Wiring by layer:
Bar = 200 um.
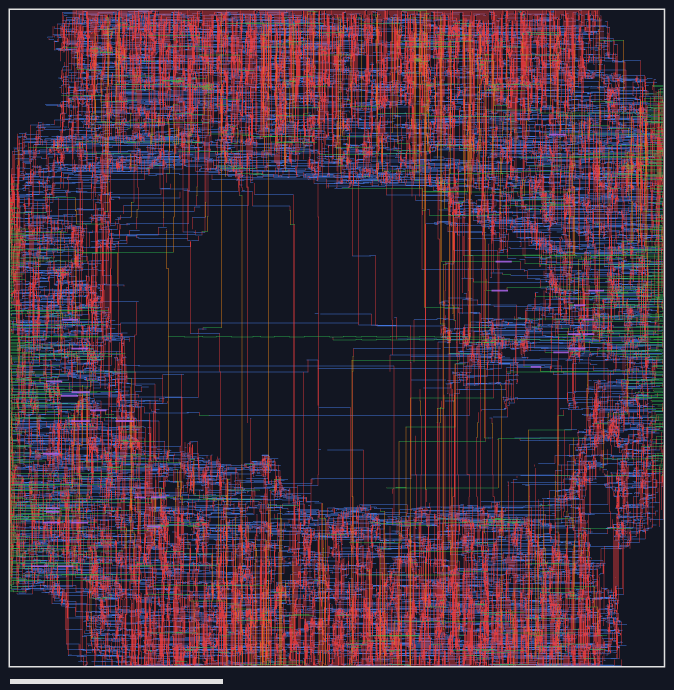
Register map, names as in the netlist:
Bar = 200 um. Other sequential cells in the stronger gray, the rest of the logic in the fainter gray.
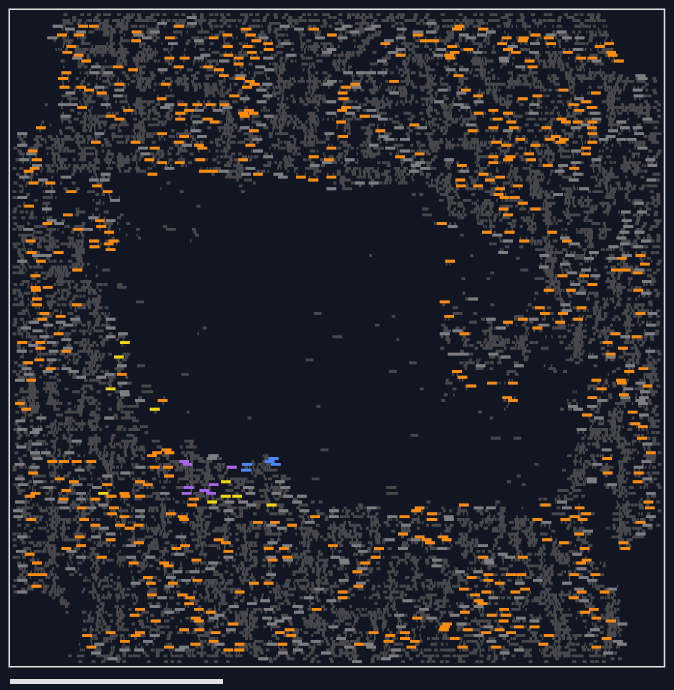
Clock nets:
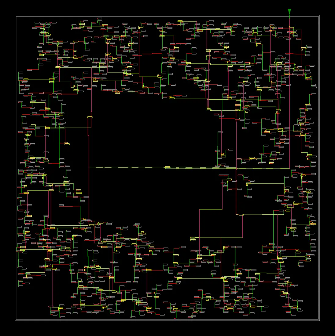
[src/rtl/ofmap_accumulator.sv]
// Output-feature-map accumulator: adds de-skewed array partial sums into the ofmap buffer
// through a read-add-write pipeline, walking pixel, then channel group, then pass.
module ofmap_accumulator #(
    parameter int MAC_COL           = 16,
    parameter int OFMAP_BITWIDTH    = 32,
    parameter int OFMAP_ADDR_BIT    = 10,
    parameter int OFMAP_CHANNEL_NUM = 64,
    parameter int IFMAP_CHANNEL_NUM = 32,
    parameter int MAC_ROW           = 16,
    parameter int WEIGHT_WIDTH      = 3,
    parameter int WEIGHT_HEIGHT     = 3,
    parameter int OFMAP_WIDTH       = 14,
    parameter int OFMAP_HEIGHT      = 14
) (
    input  logic                                clk,
    input  logic                                rstn,
    input  logic                                start_in,
    input  logic                                psum_valid_in,
    input  logic [MAC_COL*OFMAP_BITWIDTH-1:0]   psum_in,
    output logic                                ofmap_read_en_out,
    output logic [OFMAP_ADDR_BIT-1:0]           ofmap_rd_addr_out,
    input  logic [MAC_COL*OFMAP_BITWIDTH-1:0]   ofmap_rdata_in,
    output logic                                ofmap_write_en_out,
    output logic [OFMAP_ADDR_BIT-1:0]           ofmap_wr_addr_out,
    output logic [MAC_COL*OFMAP_BITWIDTH-1:0]   ofmap_wdata_out,
    output logic                                busy_out,
    output logic                                layer_done_out
);

    localparam int PIX    = OFMAP_WIDTH * OFMAP_HEIGHT;
    localparam int GRP    = OFMAP_CHANNEL_NUM / MAC_COL;
    localparam int PASS   = (IFMAP_CHANNEL_NUM / MAC_ROW) * WEIGHT_WIDTH * WEIGHT_HEIGHT;
    localparam int DW     = MAC_COL * OFMAP_BITWIDTH;
    localparam int PIX_W  = (PIX > 1) ? $clog2(PIX) : 1;
    localparam int GRP_W  = (GRP > 1) ? $clog2(GRP) : 1;
    localparam int PASS_W = (PASS > 1) ? $clog2(PASS) : 1;

    typedef enum logic [1:0] {
        IDLE  = 2'd0,
        RUN   = 2'd1,
        DRAIN = 2'd2,
        DONE  = 2'd3
    } state_t;

    state_t                    state_r, state_nxt_s;
    logic [PIX_W-1:0]          pixel_r;
    logic [GRP_W-1:0]          group_r;
    logic [PASS_W-1:0]         pass_r;
    logic                      accept_s, pix_last_s, grp_last_s, pass_last_s, beat_last_s;
    logic [OFMAP_ADDR_BIT-1:0] beat_addr_s;

    logic                      s1_valid_r, s1_first_r, s1_last_r;
    logic [DW-1:0]             s1_psum_r;
    logic [OFMAP_ADDR_BIT-1:0] s1_addr_r;
    logic [DW-1:0]             sum_s;

    logic                      wr_en_r, wr_last_r;
    logic [OFMAP_ADDR_BIT-1:0] wr_addr_r;
    logic [DW-1:0]             wr_data_r;

    // Lane-wise modulo add; the first pass stores the partial sum unchanged.
    function automatic logic [DW-1:0] lane_add(input logic [DW-1:0] psum,
                                               input logic [DW-1:0] old,
                                               input logic          first);
        logic [DW-1:0] res;
        res = '0;
        for (int c = 0; c < MAC_COL; c++) begin
            if (first) begin
                res[c*OFMAP_BITWIDTH +: OFMAP_BITWIDTH] = psum[c*OFMAP_BITWIDTH +: OFMAP_BITWIDTH];
            end else begin
                res[c*OFMAP_BITWIDTH +: OFMAP_BITWIDTH] = psum[c*OFMAP_BITWIDTH +: OFMAP_BITWIDTH]
                                                        + old[c*OFMAP_BITWIDTH +: OFMAP_BITWIDTH];
            end
        end
        return res;
    endfunction

    assign accept_s    = (state_r == RUN) && psum_valid_in;
    assign pix_last_s  = (pixel_r == PIX_W'(PIX - 1));
    assign grp_last_s  = (group_r == GRP_W'(GRP - 1));
    assign pass_last_s = (pass_r == PASS_W'(PASS - 1));
    assign beat_last_s = pix_last_s && grp_last_s && pass_last_s;
    assign beat_addr_s = OFMAP_ADDR_BIT'(group_r) * OFMAP_ADDR_BIT'(PIX) + OFMAP_ADDR_BIT'(pixel_r);

    // Stage 0 read is combinational so rdata lines up with stage 1 on the next cycle.
    assign ofmap_read_en_out = accept_s && (pass_r != PASS_W'(0));
    assign ofmap_rd_addr_out = ofmap_read_en_out ? beat_addr_s : '0;
    assign sum_s             = lane_add(s1_psum_r, ofmap_rdata_in, s1_first_r);

    assign ofmap_write_en_out = wr_en_r;
    assign ofmap_wr_addr_out  = wr_addr_r;
    assign ofmap_wdata_out    = wr_data_r;
    assign busy_out           = (state_r == RUN) || (state_r == DRAIN);
    assign layer_done_out     = (state_r == DONE);

    // State register.
    always_ff @(posedge clk or negedge rstn) begin
        if (!rstn) begin
            state_r <= IDLE;
        end else begin
            state_r <= state_nxt_s;
        end
    end

    // Next-state logic; DRAIN waits for the write tagged as the layer's final beat.
    always_comb begin
        state_nxt_s = state_r;
        case (state_r)
            IDLE: begin
                if (start_in) state_nxt_s = RUN;
                else          state_nxt_s = IDLE;
            end
            RUN: begin
                if (accept_s && beat_last_s) state_nxt_s = DRAIN;
                else                         state_nxt_s = RUN;
            end
            DRAIN: begin
                if (wr_en_r && wr_last_r) state_nxt_s = DONE;
                else                      state_nxt_s = DRAIN;
            end
            DONE:    state_nxt_s = IDLE;
            default: state_nxt_s = IDLE;
        endcase
    end

    // Pixel / group / pass counters: cleared on layer start, advanced per accepted beat.
    always_ff @(posedge clk or negedge rstn) begin
        if (!rstn) begin
            pixel_r <= '0;
            group_r <= '0;
            pass_r  <= '0;
        end else if ((state_r == IDLE) && start_in) begin
            pixel_r <= '0;
            group_r <= '0;
            pass_r  <= '0;
        end else if (accept_s) begin
            if (pix_last_s) begin
                pixel_r <= '0;
                if (grp_last_s) begin
                    group_r <= '0;
                    pass_r  <= pass_last_s ? '0 : pass_r + PASS_W'(1);
                end else begin
                    group_r <= group_r + GRP_W'(1);
                end
            end else begin
                pixel_r <= pixel_r + PIX_W'(1);
            end
        end
    end

    // Stage 1 capture of the accepted beat.
    always_ff @(posedge clk or negedge rstn) begin
        if (!rstn) begin
            s1_valid_r <= 1'b0;
            s1_first_r <= 1'b0;
            s1_last_r  <= 1'b0;
            s1_psum_r  <= '0;
            s1_addr_r  <= '0;
        end else begin
            s1_valid_r <= accept_s;
            if (accept_s) begin
                s1_first_r <= (pass_r == PASS_W'(0));
                s1_last_r  <= beat_last_s;
                s1_psum_r  <= psum_in;
                s1_addr_r  <= beat_addr_s;
            end
        end
    end

    // Stage 2 registered write port.
    always_ff @(posedge clk or negedge rstn) begin
        if (!rstn) begin
            wr_en_r   <= 1'b0;
            wr_last_r <= 1'b0;
            wr_addr_r <= '0;
            wr_data_r <= '0;
        end else begin
            wr_en_r <= s1_valid_r;
            if (s1_valid_r) begin
                wr_last_r <= s1_last_r;
                wr_addr_r <= s1_addr_r;
                wr_data_r <= sum_s;
            end
        end
    end

endmodule

[config.mk]
export PLATFORM = sky130hd
export DESIGN_NAME = ofmap_accumulator
export DESIGN_NICKNAME = d
export VERILOG_FILES = /design/src/rtl/ofmap_accumulator.sv
export SDC_FILE = /design/constraint.sdc
export NUM_CORES = 2
export LEC_CHECK = 0
export CAP_MARGIN = 20
export CORE_AREA = 2 2 611 613
export CTS_CLUSTER_SIZE = 30
export DETAILED_ROUTE_END_ITERATION = 10
export DIE_AREA = 0 0 613 615
export PLACE_DENSITY = 0.4
export SETUP_SLACK_MARGIN = 0.2
export SLEW_MARGIN = 20
export SYNTH_ARGS = -nofsm -noshare
export SYNTH_HDL_FRONTEND = slang
export SYNTH_SLANG_ARGS = --single-unit
[constraint.sdc]
create_clock -name clk -period 3.42 [get_ports clk]
set_input_delay 0.684 -clock clk [delete_from_list [all_inputs] [get_ports clk]]
set_output_delay 0.684 -clock clk [all_outputs]
set_load 0.02 [all_outputs]
==> flow_summary_export.csv <==
group,metric,value,unit
routing,wl_met3,21.0,mm
run_status,status,"complete, but fails checks",
power_and_ir_drop,power_leader,"the clock network",
sta,fmax,274,MHz
setup_path,worstSetupStartpointType,"register",
synth,xor_share,6.05,%
worst_hold_path,hold_start,"psum_in[132]",
floorplan,die-area,377000,um^2
sta,layout_setup_ws,-0.229,ns
floorplan,fp_util,18.2,%
worst_hold_path,min_path_type,"in -> reg",
synth,synthTopCellsByCount,"1,912 x nand2_1, 1,066 x dfrtp_1, 1,052 x a21oi_1, 889 x nor2_1, 512 x ha_1",
run_status,violations,"negative setup slack",
power_and_ir_drop,pwr-share-comb,10.0,%
power_and_ir_drop,total_power,33.2,mW
setup_path,crit_chain,"ha_4 -> fa_2 -> a21o_1 -> a21oi_2 -> o21ai_1 -> a31o_1 -> a211o_1 -> a31o_1 -> o41a_1 -> a311o_1 -> a311oi_2 -> xnor2_1 -> a221o_1",
synth,yosys_area,67400,um^2
clock_tree,cts_resized,271,
synth,ys_sh_simple,20.4,%
sta,setup_viol,8,
Back to the opening pictures, 'wiring by layer':
Blue stands for metal 1, wire length 158 mm. Purple stands for metal 5, wire length 366 um. Red stands for metal 2, wire length 195 mm. Green stands for metal 3, wire length 21.0 mm. Orange stands for metal 4, wire length 17,900 um.

Back to the opening pictures, 'register map, names as in the netlist':
Yellow stands for s1_addr_r, flops 10, where bottom left. Orange stands for s1_psum_r, flops 512, where spread over the die. Purple stands for pixel_r, flops 8. Blue stands for pass_r, flops 5.

Back to the opening pictures, 'clock nets':
Num CTS Buffers: 156
sink count of the clock tree: 1,066
flip-flops: 1,066

-- registers in the layout, summed over array words and instances (netlist names), named ones only --
signal / cells
ofmap_wdata_out: 512
s1_psum_r: 512
ofmap_wr_addr_out: 10
s1_addr_r: 10
pixel_r: 8
pass_r: 5
group_r: 2
ofmap_write_en_out: 1
s1_first_r: 1
s1_last_r: 1
s1_valid_r: 1
state_r: 1
wr_last_r: 1
-- final cells by class --
cell class,instances,area [um^2]
clock inverter,57,779
clock buffer,218,4500
sequential,1066,26700
inverter,106,418
timing repair buffer,2765,25500
multi-input combinational,6620,42100
fill,39600,264000
tap,4972,6220
antenna,71,178
-- tightest hold or removal path: cells and delay by family --
kind | cells | cell delay [ns]
and+or+nand+nor | 2 | 0.10
buffers and inverters | 1 | 0.40
No activity file was given, so power comes from the tool's default toggle rates.
